File: src/rtl/neo_pixel_cmd_loader_if.sv
// neo_pixel_cmd_loader_if: host-side command channel (valid/ready) into the loader
interface neo_pixel_cmd_loader_if;
    logic        cmd_valid;
    logic        cmd_ready;
    logic [2:0]  cmd_pixel;
    logic [23:0] cmd_grb;
    logic        cmd_show;
    modport master (output cmd_valid, cmd_pixel, cmd_grb, cmd_show, input cmd_ready);
    modport slave (input cmd_valid, cmd_pixel, cmd_grb, cmd_show, output cmd_ready);
endinterface

File: src/rtl/neo_pixel_cmd_loader.sv
// neo_pixel_cmd_loader: buffers whole-pixel colour commands and expands them into per-channel loads and frame sends
module neo_pixel_cmd_loader #(
    parameter int NUM_PIXELS = 5,
    parameter int FIFO_DEPTH = 4
) (
    input  logic                   clock,
    input  logic                   reset,
    neo_pixel_cmd_loader_if.slave  cmd,
    input  logic                   ready_to_load,
    input  logic                   ready_to_send,
    output logic [7:0]             color_level,
    output logic [1:0]             color_index,
    output logic [2:0]             pixel_index,
    output logic                   load_color,
    output logic                   send_it,
    output logic                   busy,
    output logic                   cmd_error
);
    localparam int AW = $clog2(FIFO_DEPTH);
    typedef enum logic [2:0] {IDLE, LD_R, LD_B, LD_G, SHOW, SHOW_WAIT} state_t;
    state_t        state, state_nx;
    logic [27:0]   mem [FIFO_DEPTH];
    logic [AW-1:0] wr_ptr, rd_ptr;
    logic [AW:0]   count;
    logic          w_show;
    logic [2:0]    w_pixel;
    logic [23:0]   w_grb;
    logic [27:0]   head;
    logic          full, empty, push, pop, bad;
    assign full = count == (AW+1)'(FIFO_DEPTH);
    assign empty = count == '0;
    assign cmd.cmd_ready = !full;
    assign push = cmd.cmd_valid && !full;
    assign pop = state == IDLE && !empty;
    assign head = mem[rd_ptr];
    assign bad = int'(head[26:24]) >= NUM_PIXELS;
    assign busy = state != IDLE || !empty;
    always_ff @(posedge clock)
        if (push) mem[wr_ptr] <= {cmd.cmd_show, cmd.cmd_pixel, cmd.cmd_grb};
    always_ff @(posedge clock or posedge reset)
        if (reset) begin
            state <= IDLE;
            wr_ptr <= '0;
            rd_ptr <= '0;
            count <= '0;
            {w_show, w_pixel, w_grb} <= '0;
            cmd_error <= 1'b0;
        end else begin
            state <= state_nx;
            wr_ptr <= push ? wr_ptr + 1'b1 : wr_ptr;
            rd_ptr <= pop ? rd_ptr + 1'b1 : rd_ptr;
            count <= count + (AW+1)'(push) - (AW+1)'(pop);
            if (pop) {w_show, w_pixel, w_grb} <= head;
            cmd_error <= pop && bad;
        end
    // A rejected pixel still honours its show request so the host's frame boundary is preserved.
    always_comb begin
        state_nx = state;
        load_color = 1'b0;
        send_it = 1'b0;
        color_level = '0;
        color_index = '0;
        pixel_index = '0;
        case (state)
            IDLE: if (pop) state_nx = bad ? (head[27] ? SHOW : IDLE) : LD_R;
            LD_R, LD_B, LD_G: begin
                pixel_index = w_pixel;
                load_color = ready_to_load;
                color_index = state == LD_R ? 2'd0 : state == LD_B ? 2'd1 : 2'd2;
                color_level = state == LD_R ? w_grb[15:8] : state == LD_B ? w_grb[7:0] : w_grb[23:16];
                if (ready_to_load)
                    state_nx = state == LD_R ? LD_B : state == LD_B ? LD_G : (w_show ? SHOW : IDLE);
            end
            SHOW: begin
                send_it = ready_to_send;
                if (ready_to_send) state_nx = SHOW_WAIT;
            end
            SHOW_WAIT: if (!ready_to_send) state_nx = IDLE;
            default: state_nx = IDLE;
        endcase
    end
endmodule

File: src/flat_wrapper.sv
// flat-port wrapper written by rule: the top's interface ports become plain ports
module neo_pixel_cmd_loader_flat 
#(
    parameter int NUM_PIXELS = 5,
    parameter int FIFO_DEPTH = 4
)
  (clock, reset, ready_to_load, ready_to_send, color_level, color_index, pixel_index, load_color, send_it, busy, cmd_error, cmd_cmd_valid, cmd_cmd_pixel, cmd_cmd_grb, cmd_cmd_show, cmd_cmd_ready);
  neo_pixel_cmd_loader_if cmd_i ();
  input  logic clock;
  input  logic reset;
  input  logic ready_to_load;
  input  logic ready_to_send;
  output logic [7:0] color_level;
  output logic [1:0] color_index;
  output logic [2:0] pixel_index;
  output logic load_color;
  output logic send_it;
  output logic busy;
  output logic cmd_error;
  input wire logic [$bits(cmd_i.cmd_valid)-1:0] cmd_cmd_valid;
  input wire logic [$bits(cmd_i.cmd_pixel)-1:0] cmd_cmd_pixel;
  input wire logic [$bits(cmd_i.cmd_grb)-1:0] cmd_cmd_grb;
  input wire logic [$bits(cmd_i.cmd_show)-1:0] cmd_cmd_show;
  output wire logic [$bits(cmd_i.cmd_ready)-1:0] cmd_cmd_ready;
  assign cmd_i.cmd_valid = cmd_cmd_valid;
  assign cmd_i.cmd_pixel = cmd_cmd_pixel;
  assign cmd_i.cmd_grb = cmd_cmd_grb;
  assign cmd_i.cmd_show = cmd_cmd_show;
  assign cmd_cmd_ready = cmd_i.cmd_ready;
  neo_pixel_cmd_loader #(.NUM_PIXELS(NUM_PIXELS), .FIFO_DEPTH(FIFO_DEPTH)) u_core (.clock(clock), .reset(reset), .cmd(cmd_i), .ready_to_load(ready_to_load), .ready_to_send(ready_to_send), .color_level(color_level), .color_index(color_index), .pixel_index(pixel_index), .load_color(load_color), .send_it(send_it), .busy(busy), .cmd_error(cmd_error));
endmodule
File: config.mk
export PLATFORM = sky130hd
export DESIGN_NAME = neo_pixel_cmd_loader_flat
export DESIGN_NICKNAME = d
export VERILOG_FILES = /design/src/rtl/neo_pixel_cmd_loader_if.sv /design/src/rtl/neo_pixel_cmd_loader.sv /design/src/flat_wrapper.sv
export SDC_FILE = /design/constraint.sdc
export NUM_CORES = 1
export LEC_CHECK = 0
export CORE_ASPECT_RATIO = 0.75
export CORE_UTILIZATION = 58
export CTS_BUF_LIST = sky130_fd_sc_hd__clkbuf_8
export CTS_CLUSTER_DIAMETER = 100
export DETAILED_ROUTE_END_ITERATION = 8
export PLACE_DENSITY = 0.8
export SLEW_MARGIN = 0
export SYNTH_ARGS = -nofsm -noshare
export SYNTH_HDL_FRONTEND = slang
export SYNTH_SLANG_ARGS = --single-unit
export TNS_END_PERCENT = 5
File: constraint.sdc
create_clock -name clock -period 4.9 [get_ports clock]
set_input_delay 0.98 -clock clock [delete_from_list [all_inputs] [get_ports clock]]
set_output_delay 0.98 -clock clock [all_outputs]
set_load 0.01 [all_outputs]
==> results.toml <==
# physical design summary
[pwr]
power_switching_mw = 1.34
p_leak_nw = 2.53
finalPower_mw = 4.34
clkPwrFrac_pct = 19.2
seq_cell_power_mw = 2.04
ir_worst_vdd_mv = 0.321
netSwitchingFraction_pct = 30.8
p_int_mw = 3.00
comb-power_mw = 1.47
p_per_area_nw_per_um2 = 618
pg_clk_uw = 833

[yosys]
yosysTopAreaCell = "edfxtp_1"
syn-num-nets = 350
async_flop_share_pct = 25.8
yosys-top-cells-area = "edfxtp_1 55%, dfrtp_1 16%, mux4_2 7.0%"
synthSimpleGateAreaFrac_pct = 3.48
synthCells = 310
xor_share_pct = 0.864
top_area_share_pct = 55.3
yosys.cell_count.top_type = "edfxtp_1"
synth-edff-count = 112
ys_top_cells_by_count = "112 x edfxtp_1, 39 x dfrtp_1, 24 x mux2_2"
synth.area.mux_share_pct = 18.4
aoi_share_pct = 2.02
avgSynthCellArea_sq_um = 19.6
syn-cell-area_sq_um = 6080
ys_sh_adder_pct = 1.56
yosys_warnings = 0
ys.flops = 151
yosys-stat-cells = 310
topCombFamilyByArea = "multiplexers"
synth-main-ff-cell = "edfxtp_1"

[grt]
top_usage_layer = "met2"
grt_start_max_net_pins = 33
gr-total-overflow = 0
grt_use_met2_pct = 32.7
antenna_found_initial = 0
grt_pass1_vias = 3098
grt_pass1_wl_microns = 16500

[run]
drv_cap = 0
warning_count = 29

[cts]
cts_root_buf = "clkbuf_8"
path_clk_slew_ns = 0.07
clockBufferDepth = 2
ctsResizeCount = 0
cts_setup_buffers = 0
insertion_delay_ns = 0.43
cts_sinks = 151
cts_hold_buf = 0
cts-htree-levels = 4
cts_tree = "built"
numCtsBuffers = 17

[placement]
gp_congestion = 0.880
dp_slack_ns = 1.60
port_buffers = 50
dp_cells = 478
place_area_sq_um = 6680

[detailed_routing]
first_pass_iters = 5
routed_wl_microns = 10400
ant_nets = 0
topRoutingLayerUsed = "met4"
wl_met3_microns = 620
num_vias = 2939
wl_met2_microns = 5000
vias_per_cell = 5.77
drt-initial-drc-count = 215

[timing]
slew_headroom_pct = 28.8
whs_ns = 0.509
finalWorstPathRequiredPeriod_ns = 3.80
slew_violations = 0
period_used_pct = 77.5
skew_ns = 0.00979
tightest_slew_ns = 1.07
fin_ws_ns = 1.10
finalSetupViolations = 0
rsz0062_at_grt = "false"
max_freq_mhz = 263
tns_ns = 0

[finish]
top_register = "u_core.mem"
regArea_sq_um = 4340
signal_buffers = 53
clock_buffers = 18
comb_share_pct = 23.0
ff_count = 151
largest_class = "sequential cells"
logic_gates = 134
instances_no_fill = 509
n_all_inverters = 8
sh_seq_area_pct = 61.9
fillers = 635
nets = 405
clock_area_share_pct = 4.85
largest_reg_flops = 112
antenna_cells = 0
fin_util_pct = 70.7
layout.cells.most_common = "edfxtp_1"
layout.nonclk_buf_share_pct = 7.45

[min_path]
hold_start = "u_core.w_pixel[2]"
hold_class = "reg -> reg"
whs_endpoint = "u_core.w_pixel[2]"

[setup_path]
rrSetupSlack_ns = 1.95
cp.depth = 4
crit_chain = "nor2b_1 -> a22oi_1 -> nor2_1 -> clkdlybuf4s50_1"
worstSetupPathType = "reg -> out"
cp_slowest_cell = "dfrtp_1"
reg2reg_to = "u_core.count[2]"
critPathCaptureType = "output port"
endpoint = "color_level[3]"
startpoint_type = "flop"
crit_buf_inv = 1
path_max_fanout = 19
worstPathArrival_ns = 2.82
crit_family = "simple AND/OR/NAND/NOR gates"
startpoint = "u_core.state[1]"
crit_required_ns = 3.92
max_stage_delay_ns = 0.79

[floorplanning]
io_pins = 51
dieHeight_microns = 90.7
die_area_sq_um = 10900
rows = 31
die_w_microns = 120
taps = 132
initCoreUtil_pct = 61.3
core_sq_um = 9930

[run_status]
outcome = "finished clean"
**Gate families picked out**

Scale bar: 20 microns.
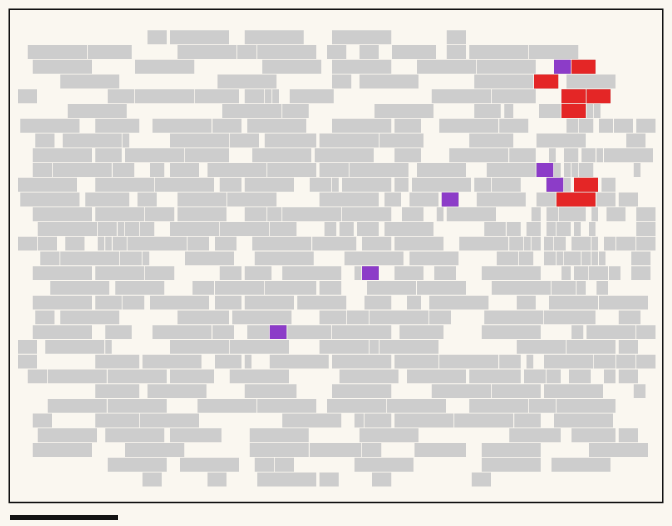
Key: purple = XOR/XNOR gates [cells 6, most used xnor2_1]; red = adder and majority cells [cells 7, most used ha_1, where north-east]

**Placed cells, one colour a class**

Scale bar: 20 microns.
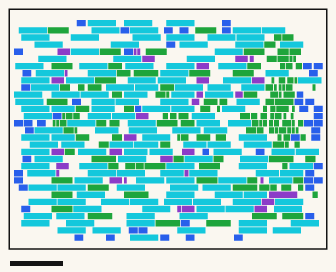
Key: purple = clock drivers and dummy loads [cells 31]; blue = other buffers and delay cells [cells 53]; green = combinational and other logic [cells 142]; cyan = flops [cells 151]

**Sequential cells grouped by signal name**

Scale bar: 20 microns.
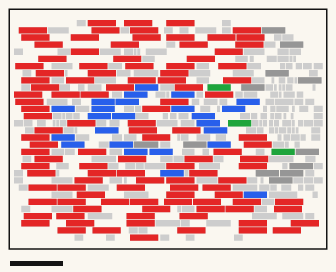
Key: green = `u_core.state` [flops 3]; red = `u_core.mem` [flops 112, where spread over the die]; blue = `u_core.w_grb` [flops 24]

**Routing congestion**

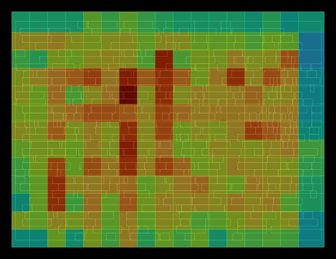
total track usage: 21.0%
WL per Instance: 20.4 microns
met3 usage: 6.94%

